wires.png
Drawn at 3 px/um. Two of the layers only.
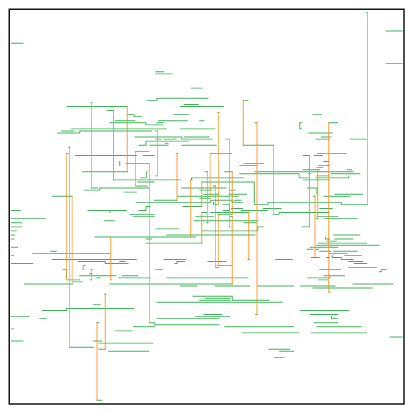
layer_met1.png
Drawn at 3 px/um. Supply wires on this layer in gray.
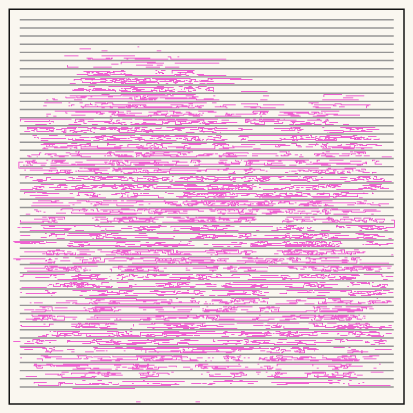
## src/rtl/io_uart_pkg.sv

```systemverilog
// Shared constants and types for the memory-mapped UART.
package io_uart_pkg;

  // Word offsets inside the 16-byte register window
  localparam logic [1:0] OFF_TXDATA  = 2'd0;
  localparam logic [1:0] OFF_RXDATA  = 2'd1;
  localparam logic [1:0] OFF_STATUS  = 2'd2;
  localparam logic [1:0] OFF_BAUDDIV = 2'd3;

  // STATUS bit positions
  localparam int ST_TX_BUSY    = 0;
  localparam int ST_RX_VALID   = 1;
  localparam int ST_RX_OVERRUN = 2;
  localparam int ST_FRAME_ERR  = 3;

  // Smallest usable divisor: RX needs div/2 >= 2 to land mid-bit
  localparam logic [15:0] MIN_DIV = 16'd4;

  typedef enum logic [1:0] {IDLE, START, DATA, STOP} uart_state_t;

  function automatic logic [15:0] clamp_div(input logic [15:0] d);
    return (d < MIN_DIV) ? MIN_DIV : d;
  endfunction

endpackage

```

## src/rtl/uart_rx_fsm.sv

```systemverilog
// Receive path: 2-flop synchronizer, falling-edge start detect, 8N1 sampler.
// Emits single-cycle byte_done / frame_err pulses; data is valid with byte_done.
module uart_rx_fsm
  import io_uart_pkg::*;
(
  input  logic        clk,
  input  logic        reset,
  input  logic        rxd,
  input  logic [15:0] div,
  output logic        byte_done,
  output logic [7:0]  data,
  output logic        frame_err
);

  logic        sync1, sync2, prev;
  uart_state_t state, state_n;
  logic [15:0] cnt, cnt_n, div_l, div_l_n;
  logic [2:0]  bit_idx, bit_idx_n;
  logic [7:0]  sh, sh_n;

  // Synchronize the async line; prev holds last synced value for edge detect
  always_ff @(posedge clk or posedge reset) begin
    if (reset) begin
      sync1 <= 1'b1;
      sync2 <= 1'b1;
      prev  <= 1'b1;
    end else begin
      sync1 <= rxd;
      sync2 <= sync1;
      prev  <= sync2;
    end
  end

  // FSM state and datapath registers
  always_ff @(posedge clk or posedge reset) begin
    if (reset) begin
      state   <= IDLE;
      cnt     <= '0;
      div_l   <= MIN_DIV;
      bit_idx <= '0;
      sh      <= '0;
    end else begin
      state   <= state_n;
      cnt     <= cnt_n;
      div_l   <= div_l_n;
      bit_idx <= bit_idx_n;
      sh      <= sh_n;
    end
  end

  // Next-state: half-bit wait in START to hit bit centres, then full-bit steps
  always_comb begin
    state_n   = state;
    cnt_n     = cnt;
    div_l_n   = div_l;
    bit_idx_n = bit_idx;
    sh_n      = sh;
    byte_done = 1'b0;
    frame_err = 1'b0;
    case (state)
      IDLE: begin
        if (prev && !sync2) begin
          state_n = START;
          div_l_n = div;
          cnt_n   = {1'b0, div[15:1]} - 16'd1;
        end
      end
      START: begin
        if (cnt == '0) begin
          if (sync2) begin
            state_n = IDLE;              // line back high: glitch
          end else begin
            state_n   = DATA;
            cnt_n     = div_l - 16'd1;
            bit_idx_n = '0;
          end
        end else begin
          cnt_n = cnt - 16'd1;
        end
      end
      DATA: begin
        if (cnt == '0) begin
          sh_n  = {sync2, sh[7:1]};      // LSB arrives first
          cnt_n = div_l - 16'd1;
          if (bit_idx == 3'd7) state_n = STOP;
          else bit_idx_n = bit_idx + 3'd1;
        end else begin
          cnt_n = cnt - 16'd1;
        end
      end
      STOP: begin
        if (cnt == '0) begin
          state_n = IDLE;
          if (sync2) byte_done = 1'b1;
          else       frame_err = 1'b1;
        end else begin
          cnt_n = cnt - 16'd1;
        end
      end
      default: state_n = IDLE;
    endcase
  end

  assign data = sh;

endmodule

```

## src/rtl/io_uart.sv

```systemverilog
// Memory-mapped 8N1 UART: bus decode, register file, transmit FSM.
// Read data is registered and forced to 0 when unselected for OR-muxing.
module io_uart
  import io_uart_pkg::*;
#(
  parameter logic [31:0] BASE_ADDR    = 32'h8000_0100,
  parameter logic [15:0] CLKS_PER_BIT = 16'd868
) (
  input  logic        clk,
  input  logic        reset,
  input  logic [31:2] io_addr,
  input  logic [31:0] io_wdata,
  input  logic        io_we,
  input  logic [3:0]  io_be,
  output logic [31:0] io_rdata,
  output logic        uart_txd,
  input  logic        uart_rxd
);

  logic        sel, wr;
  logic [1:0]  off;
  logic [15:0] baud_div, baud_wr_val;
  logic        rx_valid, rx_overrun, frame_err;
  logic [7:0]  rx_byte;
  logic        rx_done, rx_ferr;
  logic [7:0]  rx_data;
  logic        clr_wr, tx_start, tx_busy;
  logic [31:0] rdata_n;
  logic        unused;

  uart_state_t tx_state, tx_state_n;
  logic [15:0] tx_cnt, tx_cnt_n, tx_div, tx_div_n;
  logic [2:0]  tx_bit, tx_bit_n;
  logic [7:0]  tx_sh, tx_sh_n;
  logic        txd_n;

  assign sel      = (io_addr[31:4] == BASE_ADDR[31:4]);
  assign off      = io_addr[3:2];
  assign wr       = sel && io_we;
  assign clr_wr   = wr && (off == OFF_STATUS) && io_be[0];
  assign tx_busy  = (tx_state != IDLE);
  assign tx_start = wr && (off == OFF_TXDATA) && io_be[0] && !tx_busy;
  assign unused   = ^{io_wdata[31:16], io_be[3:2]};

  assign baud_wr_val = {io_be[1] ? io_wdata[15:8] : baud_div[15:8],
                        io_be[0] ? io_wdata[7:0]  : baud_div[7:0]};

  uart_rx_fsm u_rx (
    .clk       (clk),
    .reset     (reset),
    .rxd       (uart_rxd),
    .div       (baud_div),
    .byte_done (rx_done),
    .data      (rx_data),
    .frame_err (rx_ferr)
  );

  // Baud divisor with per-byte write and lower clamp
  always_ff @(posedge clk or posedge reset) begin
    if (reset) baud_div <= CLKS_PER_BIT;
    else if (wr && (off == OFF_BAUDDIV) && (|io_be[1:0])) baud_div <= clamp_div(baud_wr_val);
  end

  // Receive flags: hardware set beats a same-cycle W1C
  always_ff @(posedge clk or posedge reset) begin
    if (reset) begin
      rx_valid   <= 1'b0;
      rx_overrun <= 1'b0;
      frame_err  <= 1'b0;
      rx_byte    <= '0;
    end else begin
      rx_valid   <= rx_done | (rx_valid & ~(clr_wr & io_wdata[ST_RX_VALID]));
      rx_overrun <= (rx_done & rx_valid) | (rx_overrun & ~(clr_wr & io_wdata[ST_RX_OVERRUN]));
      frame_err  <= rx_ferr | (frame_err & ~(clr_wr & io_wdata[ST_FRAME_ERR]));
      if (rx_done) rx_byte <= rx_data;
    end
  end

  // Read mux, zero when not selected
  always_comb begin
    rdata_n = '0;
    if (sel) begin
      case (off)
        OFF_RXDATA:  rdata_n = {24'b0, rx_byte};
        OFF_STATUS:  rdata_n = {28'b0, frame_err, rx_overrun, rx_valid, tx_busy};
        OFF_BAUDDIV: rdata_n = {16'b0, baud_div};
        default:     rdata_n = '0;
      endcase
    end
  end

  // Registered read data
  always_ff @(posedge clk or posedge reset) begin
    if (reset) io_rdata <= '0;
    else       io_rdata <= rdata_n;
  end

  // TX state register; txd is registered so the line never glitches
  always_ff @(posedge clk or posedge reset) begin
    if (reset) begin
      tx_state <= IDLE;
      tx_cnt   <= '0;
      tx_div   <= CLKS_PER_BIT;
      tx_bit   <= '0;
      tx_sh    <= '0;
      uart_txd <= 1'b1;
    end else begin
      tx_state <= tx_state_n;
      tx_cnt   <= tx_cnt_n;
      tx_div   <= tx_div_n;
      tx_bit   <= tx_bit_n;
      tx_sh    <= tx_sh_n;
      uart_txd <= txd_n;
    end
  end

  // TX next-state: divisor latched at frame start, one div period per slot
  always_comb begin
    tx_state_n = tx_state;
    tx_cnt_n   = tx_cnt;
    tx_div_n   = tx_div;
    tx_bit_n   = tx_bit;
    tx_sh_n    = tx_sh;
    case (tx_state)
      IDLE: begin
        if (tx_start) begin
          tx_state_n = START;
          tx_div_n   = baud_div;
          tx_cnt_n   = baud_div - 16'd1;
          tx_sh_n    = io_wdata[7:0];
        end
      end
      START: begin
        if (tx_cnt == '0) begin
          tx_state_n = DATA;
          tx_cnt_n   = tx_div - 16'd1;
          tx_bit_n   = '0;
        end else begin
          tx_cnt_n = tx_cnt - 16'd1;
        end
      end
      DATA: begin
        if (tx_cnt == '0) begin
          tx_cnt_n = tx_div - 16'd1;
          if (tx_bit == 3'd7) begin
            tx_state_n = STOP;
          end else begin
            tx_bit_n = tx_bit + 3'd1;
            tx_sh_n  = {1'b0, tx_sh[7:1]};
          end
        end else begin
          tx_cnt_n = tx_cnt - 16'd1;
        end
      end
      STOP: begin
        if (tx_cnt == '0) tx_state_n = IDLE;
        else              tx_cnt_n   = tx_cnt - 16'd1;
      end
      default: tx_state_n = IDLE;
    endcase
    case (tx_state_n)
      START:   txd_n = 1'b0;
      DATA:    txd_n = tx_sh_n[0];
      default: txd_n = 1'b1;
    endcase
  end

endmodule

```

## config.mk

```make
export PLATFORM = sky130hd
export DESIGN_NAME = io_uart
export DESIGN_NICKNAME = d
export VERILOG_FILES = /design/src/rtl/io_uart_pkg.sv /design/src/rtl/uart_rx_fsm.sv /design/src/rtl/io_uart.sv
export SDC_FILE = /design/constraint.sdc
export NUM_CORES = 1
export LEC_CHECK = 0
export ABC_AREA = 1
export CAP_MARGIN = 20
export CORE_MARGIN = 3
export CORE_UTILIZATION = 57
export DETAILED_ROUTE_END_ITERATION = 12
export PLACE_DENSITY = 0.88
export SYNTH_ARGS = -nofsm -noshare
export SYNTH_HDL_FRONTEND = slang
export SYNTH_SLANG_ARGS = --single-unit
```

## constraint.sdc

```tcl
create_clock -name clk -period 6.2 [get_ports clk]
set_input_delay 0.93 -clock clk [delete_from_list [all_inputs] [get_ports clk]]
set_output_delay 0.93 -clock clk [all_outputs]
set_load 0.05 [all_outputs]
```

==> datasheet_impl.txt <==
Summary of implementation characteristics

Parameter                              Value

Synth
  Post-synth ARST share .................. 1.00
  Yosys stat cell total .................. 1253
  Warning count from the yosys run .................. 0
  Chip area line of the yosys report .................. 0.00892 mm^2
  Compound Share, Synth .................. 0.142

STA
  Aggregate negative setup slack .................. 0 ps
  Crit share post-route .................. 0.474
  Max-slew violations .................. 0

Worst setup path
  RR Startpoint .................. tx_state[0]
  Setup crit start kind .................. input port
  Endpoint of the most critical register-to-register path .................. uart_txd
  Cells traversed along the worst timing path .................. clkdlybuf4s50_1 -> inv_1 -> nor3_1 -> nand3_1 -> nand2_1 -> nand2_2 -> inv_2 -> nand3_1 -> o21ai_0
  Cell with the biggest individual delay on the critical path .................. clkdlybuf4s50_1
  Signal arrival time at the worst endpoint .................. 3290 ps

Global routing
  Global-route congestion overflow total .................. 0
  First-pass GRT wire length .................. 40400 um

Flow run
  Tally of max-capacitance violations .................. 0

Hold path
  Worst hold stages .................. 0

Die
  Number of top-level pins .................. 103
  Placeable Area .................. 0.0153 mm^2
  Vertical extent of the die .................. 131 um

Placement
  Port bufs .................. 68
  Post-Place Cells .................. 1501
  Post-placement setup slack .................. 2890 ps

Run status
  Result of the run .................. finished clean

Clocking
  Clock tree from TritonCTS .................. done
  Number of buffers added by the clock tree synthesis step .................. 17

Layout
  Most frequent logic cell in the layout .................. nand2_1

Routing
  Number of remaining DRC errors .................. 0
  Number of detailed-routing iterations run before antenna repair .................. 7

Pwr
  Leak .................. 0.00479 uW
## Picture notes: wires.png
[metal 4] orange | wire length: 877 um
[metal 3] green | wire length: 1970 um
GR Util All Layers: 0.303
via count of the routed design: 8715
Routed WL per cell: 16.3 um
Routed Wire Length: 24900 um

## Picture notes: layer_met1.png
main direction: horizontal
nets with wire on the layer: 1283
global routing usage on met1: 0.387

[cell families (layout without fill, tap and decap cells)]
family,count (synthesis),in the layout
mux,1,1
flops,137,137
other cells,1,16
xor+xnor,47,47
simple gates,614,614
compound gates,227,227
buf+inv,206,260
fa+ha+maj,20,20
[layout make-up]
cell class | instances | area (um^2)
Tap cell | 211 | 264
Inverter | 157 | 599
Clock buffer | 18 | 429
Multi-Input combinational cell | 925 | 4630
Sequential cell | 137 | 3450
Fill cell | 1246 | 5070
Clock inverter | 14 | 111
Timing Repair Buffer | 71 | 703
[per-stage QoR]
step / power [uW] / hold slack [ps] / util
finish: 2780 / 356 / 0.668
global placement: 1810 / 346 / 0.632
detailed placement: 1830 / 351 / 0.632
CTS: 2770 / 359 / 0.668
global route: 2920 / 366 / 0.668
floorplan: 1640 / 345 / -
[critical path: cells and delay by family]
kind	cells	cell delay [ps]
buffers and inverters	3	1230
AND/OR/NAND/NOR	5	1020
AND-OR/OR-AND	1	100
[power by group through the flow]
stage | sequential (uW) | combinational (uW) | clock, uW
after CTS | 1040 | 784 | 945
after detailed placement | 1050 | 779 | 0
after global routing | 1050 | 891 | 987
after global placement | 1050 | 759 | 0
after floorplan | 1030 | 605 | 0
final | 1040 | 795 | 948
[per-layer routing]
metal,part of all wire,vias up,wire [um],GRT usage
met1,0.40,4074,10100,0.387
met2,0.48,429,12000,0.508
li1,-,4136,-,-
met3,0.079,76,1970,0.0571
met4,0.035,0,876,0.125
met5,0,-,0,0
Power figures rest on the tool's default switching activity, not on a simulated workload.
